Register map, names as in the netlist:
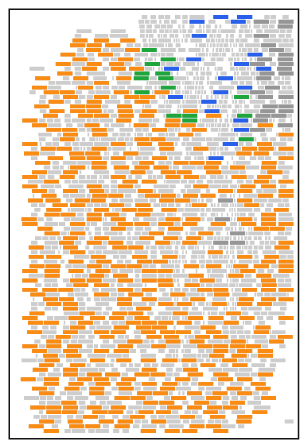
Signal wires on met4:
Scale bar: 50 µm. Supply wires on this layer in gray.
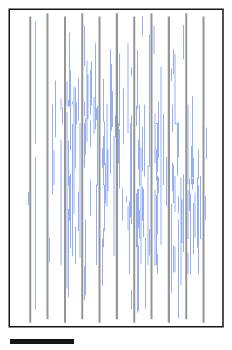
$ cat config.mk
export PLATFORM = sky130hd
export DESIGN_NAME = am_demod
export DESIGN_NICKNAME = d
export VERILOG_FILES = /design/src/rtl/am_demod.sv
export SDC_FILE = /design/constraint.sdc
export NUM_CORES = 1
export LEC_CHECK = 0
export CAP_MARGIN = 0
export CORE_ASPECT_RATIO = 1.5
export CORE_MARGIN = 2
export CORE_UTILIZATION = 65
export CTS_CLUSTER_DIAMETER = 30
export DETAILED_ROUTE_END_ITERATION = 7
export GPL_ROUTABILITY_DRIVEN = 0
export GPL_TIMING_DRIVEN = 0
export PLACE_DENSITY = 0.82
export SLEW_MARGIN = 20
export SYNTH_ARGS = -nofsm -noshare
export SYNTH_HDL_FRONTEND = slang
export SYNTH_SLANG_ARGS = --single-unit
$ cat constraint.sdc
create_clock -name clk -period 12.1 [get_ports clk]
set_input_delay 3.025 -clock clk [delete_from_list [all_inputs] [get_ports clk]]
set_output_delay 3.025 -clock clk [all_outputs]
set_load 0.05 [all_outputs]
$ cat src/rtl/am_demod.sv
// am_demod: AM envelope detector built from a rectifier, a 2^AVG_LOG2 boxcar average, scale/saturate and a decimated strobe.
// Defining AM_DEMOD_DC_BLOCK_EN adds a DC-blocking leaky integrator (offset-binary output, one extra cycle of latency).
module am_demod #(
    parameter int AVG_LOG2  = 5,
    parameter int OUT_SHIFT = 7,
    parameter int DECIM     = 1
) (
    input  logic               clk,
    input  logic               rst_n,
    input  logic signed [15:0] AM_mod,
    input  logic               in_valid,
    output logic [7:0]         demod,
    output logic               demod_valid
);
    localparam int N  = 1 << AVG_LOG2;
    localparam int SW = 15 + AVG_LOG2;
    localparam int DW = (DECIM > 1) ? $clog2(DECIM) : 1;
    localparam logic [AVG_LOG2-1:0] FILL_LAST = {AVG_LOG2{1'b1}};
    localparam logic [DW-1:0]       DEC_LAST  = DW'(DECIM - 1);

    typedef enum logic {
        ST_FILL = 1'b0,
        ST_RUN  = 1'b1
    } state_e;

    // -32768 has no positive 16-bit counterpart and saturates to 32767
    function automatic logic [14:0] rectify(input logic signed [15:0] x);
        logic [15:0] mag;
        mag = x[15] ? (16'd0 - $unsigned(x)) : $unsigned(x);
        return mag[15] ? 15'h7FFF : mag[14:0];
    endfunction

    state_e              state_q;
    logic [AVG_LOG2-1:0] fill_cnt_q;
    logic [DW-1:0]       dec_cnt_q;
    logic                v1_q;
    logic                stb1_q;
    logic [14:0]         abs_q;

    // Acceptance stage: rectify the sample and tag it with its strobe decision
    always_ff @(posedge clk or negedge rst_n) begin
        if (!rst_n) begin
            state_q    <= ST_FILL;
            fill_cnt_q <= {AVG_LOG2{1'b0}};
            dec_cnt_q  <= {DW{1'b0}};
            v1_q       <= 1'b0;
            stb1_q     <= 1'b0;
            abs_q      <= 15'd0;
        end else begin
            v1_q <= in_valid;
            if (in_valid) begin
                abs_q <= rectify(AM_mod);
                case (state_q)
                    ST_FILL: begin
                        if (fill_cnt_q == FILL_LAST) begin
                            state_q   <= ST_RUN;
                            stb1_q    <= 1'b1;
                            dec_cnt_q <= (dec_cnt_q == DEC_LAST) ? {DW{1'b0}} : dec_cnt_q + DW'(1);
                        end else begin
                            fill_cnt_q <= fill_cnt_q + AVG_LOG2'(1);
                            stb1_q     <= 1'b0;
                        end
                    end
                    ST_RUN: begin
                        stb1_q    <= (dec_cnt_q == {DW{1'b0}});
                        dec_cnt_q <= (dec_cnt_q == DEC_LAST) ? {DW{1'b0}} : dec_cnt_q + DW'(1);
                    end
                    default: begin
                        state_q <= ST_FILL;
                        stb1_q  <= 1'b0;
                    end
                endcase
            end
        end
    end

    logic [14:0]         dline_q [N];
    logic [AVG_LOG2-1:0] wptr_q;
    logic [SW-1:0]       sum_q;
    logic                v2_q;
    logic                stb2_q;

    // Boxcar stage: overwrite the oldest entry and adjust the running sum (zeroed line keeps fill exact)
    always_ff @(posedge clk or negedge rst_n) begin
        if (!rst_n) begin
            for (int i = 0; i < N; i++) begin
                dline_q[i] <= 15'd0;
            end
            wptr_q <= {AVG_LOG2{1'b0}};
            sum_q  <= {SW{1'b0}};
            v2_q   <= 1'b0;
            stb2_q <= 1'b0;
        end else begin
            v2_q <= v1_q;
            if (v1_q) begin
                dline_q[wptr_q] <= abs_q;
                wptr_q          <= wptr_q + AVG_LOG2'(1);
                sum_q           <= sum_q + SW'(abs_q) - SW'(dline_q[wptr_q]);
                stb2_q          <= stb1_q;
            end
        end
    end

    logic [SW-1:0] scaled_s;
    logic [7:0]    val_s;

    // Average, scale to 8 bits and saturate
    always_comb begin
        scaled_s = (sum_q >> AVG_LOG2) >> OUT_SHIFT;
        val_s    = (scaled_s > SW'(255)) ? 8'hFF : scaled_s[7:0];
    end

    logic       v3_q;
    logic       stb3_q;
    logic [7:0] val_q;

    // Scaled level register
    always_ff @(posedge clk or negedge rst_n) begin
        if (!rst_n) begin
            v3_q   <= 1'b0;
            stb3_q <= 1'b0;
            val_q  <= 8'd0;
        end else begin
            v3_q <= v2_q;
            if (v2_q) begin
                val_q  <= val_s;
                stb3_q <= stb2_q;
            end
        end
    end

    logic       out_v_s;
    logic       out_stb_s;
    logic [7:0] out_val_s;

`ifdef AM_DEMOD_DC_BLOCK_EN
    logic signed [15:0] dc_q;
    logic               run_seen_q;
    logic               v4_q;
    logic               stb4_q;
    logic [7:0]         corr_q;
    logic signed [16:0] dc_err_s;
    logic signed [15:0] dc_step_s;
    logic signed [15:0] dc_int_s;
    logic signed [17:0] corr_s;
    logic [7:0]         corr_val_s;

    // dc holds 6 fractional bits; correction recentres the level on 128
    always_comb begin
        dc_err_s  = $signed({3'b000, val_q, 6'b000000}) - $signed({dc_q[15], dc_q});
        dc_step_s = 16'(dc_err_s >>> 6);
        dc_int_s  = dc_q >>> 6;
        corr_s    = $signed({10'b0000000000, val_q}) - $signed({{2{dc_int_s[15]}}, dc_int_s}) + 18'sd128;
        if (corr_s < 18'sd0) begin
            corr_val_s = 8'd0;
        end else if (corr_s > 18'sd255) begin
            corr_val_s = 8'd255;
        end else begin
            corr_val_s = corr_s[7:0];
        end
    end

    // Leaky integrator only tracks samples from the first strobe onward
    always_ff @(posedge clk or negedge rst_n) begin
        if (!rst_n) begin
            dc_q       <= 16'sd0;
            run_seen_q <= 1'b0;
            v4_q       <= 1'b0;
            stb4_q     <= 1'b0;
            corr_q     <= 8'd0;
        end else begin
            v4_q <= v3_q;
            if (v3_q) begin
                corr_q <= corr_val_s;
                stb4_q <= stb3_q;
                if (stb3_q || run_seen_q) begin
                    dc_q       <= dc_q + dc_step_s;
                    run_seen_q <= 1'b1;
                end
            end
        end
    end

    assign out_v_s   = v4_q;
    assign out_stb_s = stb4_q;
    assign out_val_s = corr_q;
`else
    assign out_v_s   = v3_q;
    assign out_stb_s = stb3_q;
    assign out_val_s = val_q;
`endif

    logic [7:0] demod_q;
    logic       demod_valid_q;

    // Output register: value follows every accepted sample, strobe only for tagged ones
    always_ff @(posedge clk or negedge rst_n) begin
        if (!rst_n) begin
            demod_q       <= 8'd0;
            demod_valid_q <= 1'b0;
        end else begin
            demod_valid_q <= out_v_s & out_stb_s;
            if (out_v_s) begin
                demod_q <= out_val_s;
            end
        end
    end

    assign demod       = demod_q;
    assign demod_valid = demod_valid_q;

endmodule

==> impl_metrics.toml <==
# implementation run metrics
[outcome]
status = "complete, no violations"

[cts]
cts_hold_buf = 0
htreeDepth = 3
cts-root-buf = "clkbuf_16"
clk_latency_ns = 0.61
clk_path_buf_depth = 3
cts_sinks = 548

[sta]
min_period_ns = 6.63
maxSlewHeadroom = 0.168
slew_viol_final = 0
holdWs_ns = 0.350
hold_violations = 0

[finish]
n_all_buffers = 168
largest_register_ffs = 480
bufAreaShareNonClock = 0.0334
reg.largest.list = "dline_q x480, sum_q x20, abs_q x15"
largest_class = "registers"
syn_to_final_growth_pct = 15.1
drive_above_1_share = 0.432
comb_share = 0.379
instances_no_fill = 2422
top_register = "dline_q"
nNonClkInverters = 53
post-route-util = 0.754

[die]
dieArea_um2 = 41200
fp.dieW_um = 166
coreArea_um2 = 39200
placementRows = 89

[yosys]
ys_sh_xor = 0.0106
yosysMostFrequentCell = "dfrtp_1"
syn_nets = 1802
synth_cell_type_count = 66
synthCells = 1741
synth.area.top_cells = "dfrtp_1 (53%), mux2_2 (22%), mux4_2 (11%), a22oi_1 (1.5%), ha_1 (1.3%)"
synth_area_um2 = 25700
synth_adder_area_share = 0.0248
ys_sh_mux = 0.328
ff_type = "dfrtp_1"
postSynthSeqShare = 0.534
yosysWarningCount = 0
synth.logic.top_family = "multiplexers"

[worst_setup_path]
r2r_cells = 16
r2r-end = "sum_q[18]$_DFFE_PN0P_"
reg2reg_from = "wptr_q[1]$_DFFE_PN0P_"
cp_slowest_cell = "clkbuf_1"
crit_path_max_incr_delay_ns = 0.87
crit_family = "buffers and inverters"

[min_path]
hold_start = "v2_q$_DFF_PN0_"
hold-path-endpoint = "out_v_s$_DFF_PN0_"

[power]
clk-power_w = 0.00243
pg_seq_w = 0.00304
power_switching_w = 0.00355
leakage_nw = 13.2
combinationalPowerShare = 0.434
powerDensity_nw_per_um2 = 327
total_power_w = 0.00966
p_comb_w = 0.00419

[placement]
io_buffers = 27
dp_hpwl_um = 46500
place_area_um2 = 26700

[drt]
wl_met3_um = 4740
drc = 0

[global_routing]
overflow = 0
grt_util_met2 = 0.573

[flow_run]
warnings = 31
Back to the opening pictures, 'register map, names as in the netlist':
dline_q: marked orange, placed flops 480, where widely spread. abs_q: marked green, placed flops 15, where top center. sum_q: marked blue, placed flops 20, where upper right.
Another 33 sequential cells are not colored.

Back to the opening pictures, 'signal wires on met4':
The wires run mostly vertical. 104 nets have wire on it. The layer holds 8.7% of the routed length. The longest straight run is 139 µm. The layer carries 6070 µm of wire.
final wirelength: 69900 µm
routed via count: 16.3k

